`config.mk`:
```
export PLATFORM = sky130hd
export DESIGN_NAME = clk_ctrl_seq
export DESIGN_NICKNAME = d
export VERILOG_FILES = /design/src/rtl/clk_ctrl_pkg.sv /design/src/rtl/clk_ctrl_apb_if.sv /design/src/rtl/clk_ctrl_seq.sv
export SDC_FILE = /design/constraint.sdc
export NUM_CORES = 1
export LEC_CHECK = 0
export CAP_MARGIN = 20
export CORE_ASPECT_RATIO = 0.75
export CORE_MARGIN = 3
export CORE_UTILIZATION = 48
export CTS_CLUSTER_SIZE = 25
export DETAILED_ROUTE_END_ITERATION = 12
export GPL_TIMING_DRIVEN = 0
export PLACE_DENSITY = 0.91
export SLEW_MARGIN = 25
export SYNTH_ARGS = -nofsm -noshare
export SYNTH_HDL_FRONTEND = slang
export SYNTH_SLANG_ARGS = --single-unit
```
`constraint.sdc`:
```
create_clock -name i_pad_clk -period 5.99 [get_ports i_pad_clk]
set_clock_uncertainty 0.2 [all_clocks]
set_input_delay 1.4975 -clock i_pad_clk [delete_from_list [all_inputs] [get_ports i_pad_clk]]
set_output_delay 1.4975 -clock i_pad_clk [all_outputs]
set_load 0.01 [all_outputs]
```
`src/rtl/clk_ctrl_pkg.sv`:
```
// clk_ctrl_pkg: command encodings, FSM states and ratio limits shared by the clock-control sequencer
package clk_ctrl_pkg;
  typedef enum logic [2:0] {
    CMD_READ  = 3'd0,
    CMD_WRITE = 3'd1,
    CMD_SLOW  = 3'd2,
    CMD_STOP  = 3'd3,
    CMD_RUN   = 3'd4
  } cmd_e;
  typedef enum logic [2:0] {IDLE, SETUP, ACCESS, QUIESCE, GAP, RESP} state_e;
  localparam logic [2:0] RATIO_MIN = 3'd1;
  localparam logic [2:0] RATIO_MAX = 3'd7;
  function automatic logic cmd_legal(input logic [2:0] cmd, input logic [2:0] ratio);
    return (cmd <= CMD_RUN) && !(cmd == CMD_WRITE && !(ratio inside {[RATIO_MIN:RATIO_MAX]}));
  endfunction
endpackage

```
`src/rtl/clk_ctrl_apb_if.sv`:
```
// clk_ctrl_apb_if: single APB transfer engine (SETUP/ACCESS/timeout)
// Ports: start_i launches a transfer (psel rises next cycle); done_o pulses combinationally in the
// final ACCESS cycle with err_o set on timeout and rdata_o carrying prdata[3:0]; APB pins registered.
module clk_ctrl_apb_if
  import clk_ctrl_pkg::*;
#(
  parameter int unsigned TIMEOUT_CYC = 15
) (
  input  logic       clk_i,
  input  logic       rst_i,
  input  logic       start_i,
  input  logic       write_i,
  input  logic [2:0] wdata_i,
  output logic       done_o,
  output logic       err_o,
  output logic [3:0] rdata_o,
  output logic       psel_o,
  output logic       penable_o,
  output logic       pwrite_o,
  output logic [2:0] pwdata_o,
  input  logic [3:0] prdata_i,
  input  logic       pready_i
);
  logic       psel_q, penable_q, pwrite_q;
  logic [2:0] pwdata_q;
  logic [3:0] cnt_q;
  // The last permitted ACCESS cycle ends the transfer whether or not the target answered.
  assign done_o    = penable_q & (pready_i | cnt_q == 4'd1);
  assign err_o     = ~pready_i;
  assign rdata_o   = prdata_i;
  assign psel_o    = psel_q;
  assign penable_o = penable_q;
  assign pwrite_o  = pwrite_q;
  assign pwdata_o  = pwdata_q;
  always_ff @(posedge clk_i or posedge rst_i)
    if (rst_i) begin
      psel_q    <= 1'b0;
      penable_q <= 1'b0;
      pwrite_q  <= 1'b0;
      pwdata_q  <= '0;
      cnt_q     <= '0;
    end else if (start_i) begin
      psel_q    <= 1'b1;
      penable_q <= 1'b0;
      pwrite_q  <= write_i;
      pwdata_q  <= write_i ? wdata_i : 3'd0;
    end else if (psel_q & ~penable_q) begin
      penable_q <= 1'b1;
      cnt_q     <= 4'(TIMEOUT_CYC);
    end else if (done_o) begin
      psel_q    <= 1'b0;
      penable_q <= 1'b0;
      pwrite_q  <= 1'b0;
      pwdata_q  <= '0;
    end else if (penable_q)
      cnt_q <= cnt_q - 4'd1;
endmodule

```
`src/rtl/clk_ctrl_seq.sv`:
```
// clk_ctrl_seq: command sequencer driving clk_gen's APB ratio register and its two gate enables
// Ports: req_* valid/ready command port; rsp_* one-cycle response; psel/penable/pwrite/pwdata/prdata/pready
// APB initiator; gate_en0 (SLOW) and gate_en1 (STOP) mutually exclusive gate requests.
module clk_ctrl_seq
  import clk_ctrl_pkg::*;
#(
  parameter int unsigned QUIESCE_CYC = 4,
  parameter int unsigned GAP_CYC     = 2,
  parameter int unsigned TIMEOUT_CYC = 15
) (
  input  logic        i_pad_clk,
  input  logic        clkrst,
  input  logic        req_valid,
  output logic        req_ready,
  input  logic [2:0]  req_cmd,
  input  logic [2:0]  req_ratio,
  output logic        rsp_valid,
  output logic        rsp_err,
  output logic [3:0]  rsp_data,
  output logic        psel,
  output logic        penable,
  output logic        pwrite,
  output logic [2:0]  pwdata,
  input  logic [31:0] prdata,
  input  logic        pready,
  output logic        gate_en0,
  output logic        gate_en1
);
  state_e     state_q;
  logic [2:0] cmd_q;
  logic [3:0] cnt_q;
  logic       g0_q, g1_q, rsp_err_q;
  logic [3:0] rsp_data_q;
  logic       legal, apb_start, apb_done, apb_err, any_on, tgt_on;
  logic [3:0] apb_rdata;
  logic       unused_prdata;
  assign unused_prdata = ^prdata[31:4];
  assign req_ready = (state_q == IDLE) & ~clkrst;
  assign rsp_valid = state_q == RESP;
  assign rsp_err   = rsp_err_q;
  assign rsp_data  = rsp_data_q;
  assign gate_en0  = g0_q;
  assign gate_en1  = g1_q;
  assign legal     = cmd_legal(req_cmd, req_ratio);
  // Launch in the accept cycle so psel is up in the very next cycle.
  assign apb_start = req_valid & req_ready & legal & (req_cmd == CMD_READ | req_cmd == CMD_WRITE);
  assign any_on    = g0_q | g1_q;
  assign tgt_on    = req_cmd == CMD_SLOW ? g0_q : g1_q;
  clk_ctrl_apb_if #(.TIMEOUT_CYC(TIMEOUT_CYC)) u_apb (
    .clk_i     (i_pad_clk),
    .rst_i     (clkrst),
    .start_i   (apb_start),
    .write_i   (req_cmd == CMD_WRITE),
    .wdata_i   (req_ratio),
    .done_o    (apb_done),
    .err_o     (apb_err),
    .rdata_o   (apb_rdata),
    .psel_o    (psel),
    .penable_o (penable),
    .pwrite_o  (pwrite),
    .pwdata_o  (pwdata),
    .prdata_i  (prdata[3:0]),
    .pready_i  (pready)
  );
  always_ff @(posedge i_pad_clk or posedge clkrst)
    if (clkrst) begin
      state_q    <= IDLE;
      cmd_q      <= '0;
      cnt_q      <= '0;
      g0_q       <= 1'b0;
      g1_q       <= 1'b0;
      rsp_err_q  <= 1'b0;
      rsp_data_q <= '0;
    end else begin
      case (state_q)
        IDLE:
          if (req_valid) begin
            cmd_q <= req_cmd;
            if (!legal) begin
              rsp_err_q <= 1'b1;
              state_q   <= RESP;
            end else if (req_cmd == CMD_READ || req_cmd == CMD_WRITE)
              state_q <= SETUP;
            else if (req_cmd == CMD_RUN ? !any_on : tgt_on)
              state_q <= RESP;
            else if (any_on) begin
              g0_q    <= 1'b0;
              g1_q    <= 1'b0;
              cnt_q   <= 4'(GAP_CYC);
              state_q <= GAP;
            end else begin
              cnt_q   <= 4'(QUIESCE_CYC);
              state_q <= QUIESCE;
            end
          end
        SETUP: state_q <= ACCESS;
        ACCESS:
          if (apb_done) begin
            state_q    <= RESP;
            rsp_err_q  <= apb_err;
            rsp_data_q <= (cmd_q == CMD_READ && !apb_err) ? apb_rdata : 4'd0;
          end
        // The counter parks at 1 for one extra cycle while the target gate rises,
        // so the response always follows the gate edge by a cycle.
        QUIESCE, GAP:
          if (cnt_q != 4'd1)
            cnt_q <= cnt_q - 4'd1;
          else if (cmd_q == CMD_SLOW && !g0_q)
            g0_q <= 1'b1;
          else if (cmd_q == CMD_STOP && !g1_q)
            g1_q <= 1'b1;
          else
            state_q <= RESP;
        RESP: begin
          state_q    <= IDLE;
          rsp_err_q  <= 1'b0;
          rsp_data_q <= '0;
        end
        default: state_q <= IDLE;
      endcase
    end
endmodule

```
==> images/power_grid.png <==
Drawn at 4 px/um. Pins as bars on the die edge. Tap cells in grey.
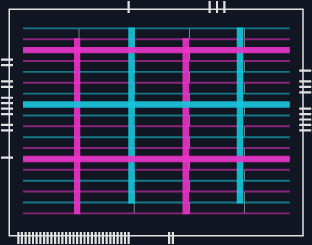
legend:
  magenta:
    net: VSS
  cyan:
    net: VDD
met5 straps: 3
met1 rails: 18
signal pins: 57
rows: 17

==> images/flops_by_reg.png <==
Drawn at 6 px/um. Other sequential cells in the stronger grey, the rest of the logic in the fainter grey.
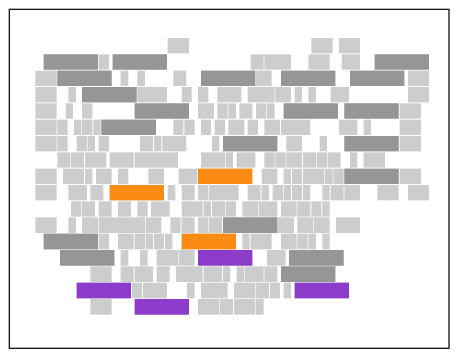
legend:
  purple:
    name_in_the_netlist: cnt_q
    placed_flops: 4
  orange:
    name_in_the_netlist: cmd_q
    placed_flops: 3

==> images/wires.png <==
Drawn at 6 px/um.
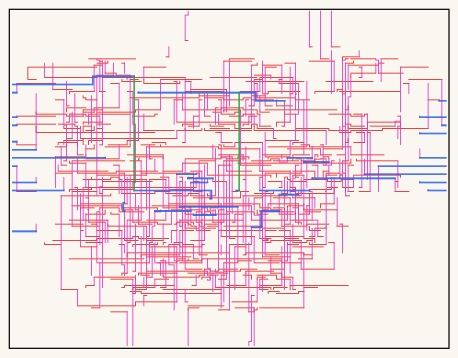
legend:
  red:
    layer: metal 1
    wire_length: 1,850 um
  magenta:
    layer: metal 2
    wire_length: 1,520 um
  green:
    layer: metal 4
    wire_length: 35.4 um
  blue:
    layer: metal 3
    wire_length: 220 um

==> metrics.yaml <==
place:
  pre_cts_ws_ns: 1.68
  io_buffer_count: 28
  dp_cells: 242
  gp_congestion: 0.891
  dp_hpwl_um: 2700
synth:
  syn_nets: 222
  yosysTopAreaCellShare_pct: 41.8
  yosys.area_share.xor_xnor_pct: 0
  simple_gate_area_share_pct: 25.8
  top_area_cell: "dfrtp_1"
  most_common_cell: "dfrtp_1"
  synth_cell_types: 46
  netlist_area_um2: 1620
  ys_seq_elements: 27
  fa_ha_area_share_pct: 3.09
  ys_seq_share_pct: 41.8
  async_reset_ff_share_pct: 100
  synthTopCellsByArea: "dfrtp_1 (42%), nand2_1 (3.9%), a21oi_1 (3.4%), nand3_1 (3.4%), ha_1 (3.1%)"
  edf_count: 0
  yosys_area_um2: 1620
  synth-main-ff-cell: "dfrtp_1"
  ys_warn_count: 0
  ys_sh_mux_pct: 3.33
  syn-mean-instance-area_um2: 9.19
  common_cells: "dfrtp_1 (27), nand2_1 (17), a21oi_1 (11), nand3_1 (11)"
  ys_sh_aoi_pct: 20.9
clock_network:
  cts-root-buf: "clkbuf_8"
  holdBufCountCts: 0
  clock_sinks: 27
  clk_path_buf_depth: 2
  path_clk_slew_ns: 0.10
  cts_made_buffers: 3
  cts.htree.levels: 1
  cts_resized: 0
cells_and_area:
  n_antenna_cell: 0
  layout_top_cells: "clkdlybuf4s50_1 (28), dfrtp_1 (27), nand2_1 (17)"
  drive_above_1_share_pct: 8.65
  lay_top_count: "clkdlybuf4s50_1"
  final_util_pct: 64.6
  fin_cells: 246
  syn2layout_area_growth_pct: 23.1
  logic_area_um2: 858
  nFillCells: 258
  fin_nets: 255
  seq_area_um2: 676
floorplanning:
  core_um2: 3080
  dieHeight_um: 56.3
  rows: 17
  die_x_um: 73.0
  dieArea_um2: 4110
  ioPinCount: 57
routing:
  vias_per_cell: 5.96
  wl_met3_um: 220
  wirelength_um: 3630
  drt_iter0_markers: 114
  routed.top_layer: "met4"
  firstDrtPassIters: 4
  vias: 1465
  met2_length_um: 1520
  routedWlPerCell_um: 14.7
  final_antenna_net_count: 0
timing:
  finalSetupViolCount: 0
  setup_slack_ns: 1.69
  tns_ns: 0
  hold-worst-slack_ns: 0.311
  period_used_pct: 71.9
  fmax_mhz: 232
  tightest_slew_ns: 0.624
  slew_viol_final: 0
  period_needed_ns: 4.30
  finalHoldViolCount: 0
  rsz0062_at_grt: "no"
  slew_headroom_pct: 58.3
setup_path:
  reg2reg_depth: 7
  timing.rr.start: "state_q[0]"
  cp-end-kind: "output port"
  reg2reg_to: "cnt_q[2]"
  cp-endpoint: "req_ready"
  slowest_delay_ns: 0.54
  path_depth: 3
  worstPathRequired_ns: 4.29
  r2r_slack_ns: 3.57
  critPathTopFamily: "buffers and inverters"
  worstPathMaxFanout: 2
  cp.arrival_ns: 2.61
global_routing:
  grt_pass1_wl_um: 6040
  use_met1_pct: 27.3
  grtUsageMet2_pct: 25.5
  antenna_found_initial: 0
  grt_usage_pct: 18.6
  grt_pass1_vias: 1326
  grt_use_met3_pct: 4.83
  grt_max_degree: 29
job:
  drv_cap: 0
status:
  status: "finished clean"
power_and_ir_drop:
  p_seq_share_pct: 37.2
  power_density_nw_per_um2: 401
  p_int_mw: 0.474
  swShare_pct: 40.6
  pg_seq_mw: 0.297
  power-top-group: "combinational cells"
  switchingPower_mw: 0.324
  p_comb_mw: 0.394
  ir_drop_v: 0.000176
min_path:
  holdPathStages: 2
  hold_end: "u_apb.psel_o"
  hold_class: "register to register"
  min_from: "u_apb.psel_o"
[final cells by class]
class                           instances  share of cell area (%)
Timing Repair Buffer                   28                    14.1
Clock inverter                          1                   0.251
Buffer                                  9                    2.51
Sequential cell                        27                    33.9
Tap cell                               38                    2.39
Multi-Input combinational cell        131                    43.1
Inverter                                9                    1.70
Clock buffer                            3                    2.07
[registers in the layout (all words and copies together), names as in the netlist, 3 cells and up]
| signal | flops |
|---|---|
| u_apb.pwdata_o | 3 |
| cnt_q | 4 |
| state_q | 3 |
| cmd_q | 3 |
| rsp_data | 4 |
| u_apb.cnt_q | 4 |
[stage by stage]
stage               instance area, um^2  power [mW]
global route                       1990       0.856
CTS                                1990       0.795
detailed placement                 1950       0.690
floorplan                          1620       0.567
global placement                   1950       0.674
finish                             1990       0.798
No activity file was given, so power comes from the tool's default toggle rates.
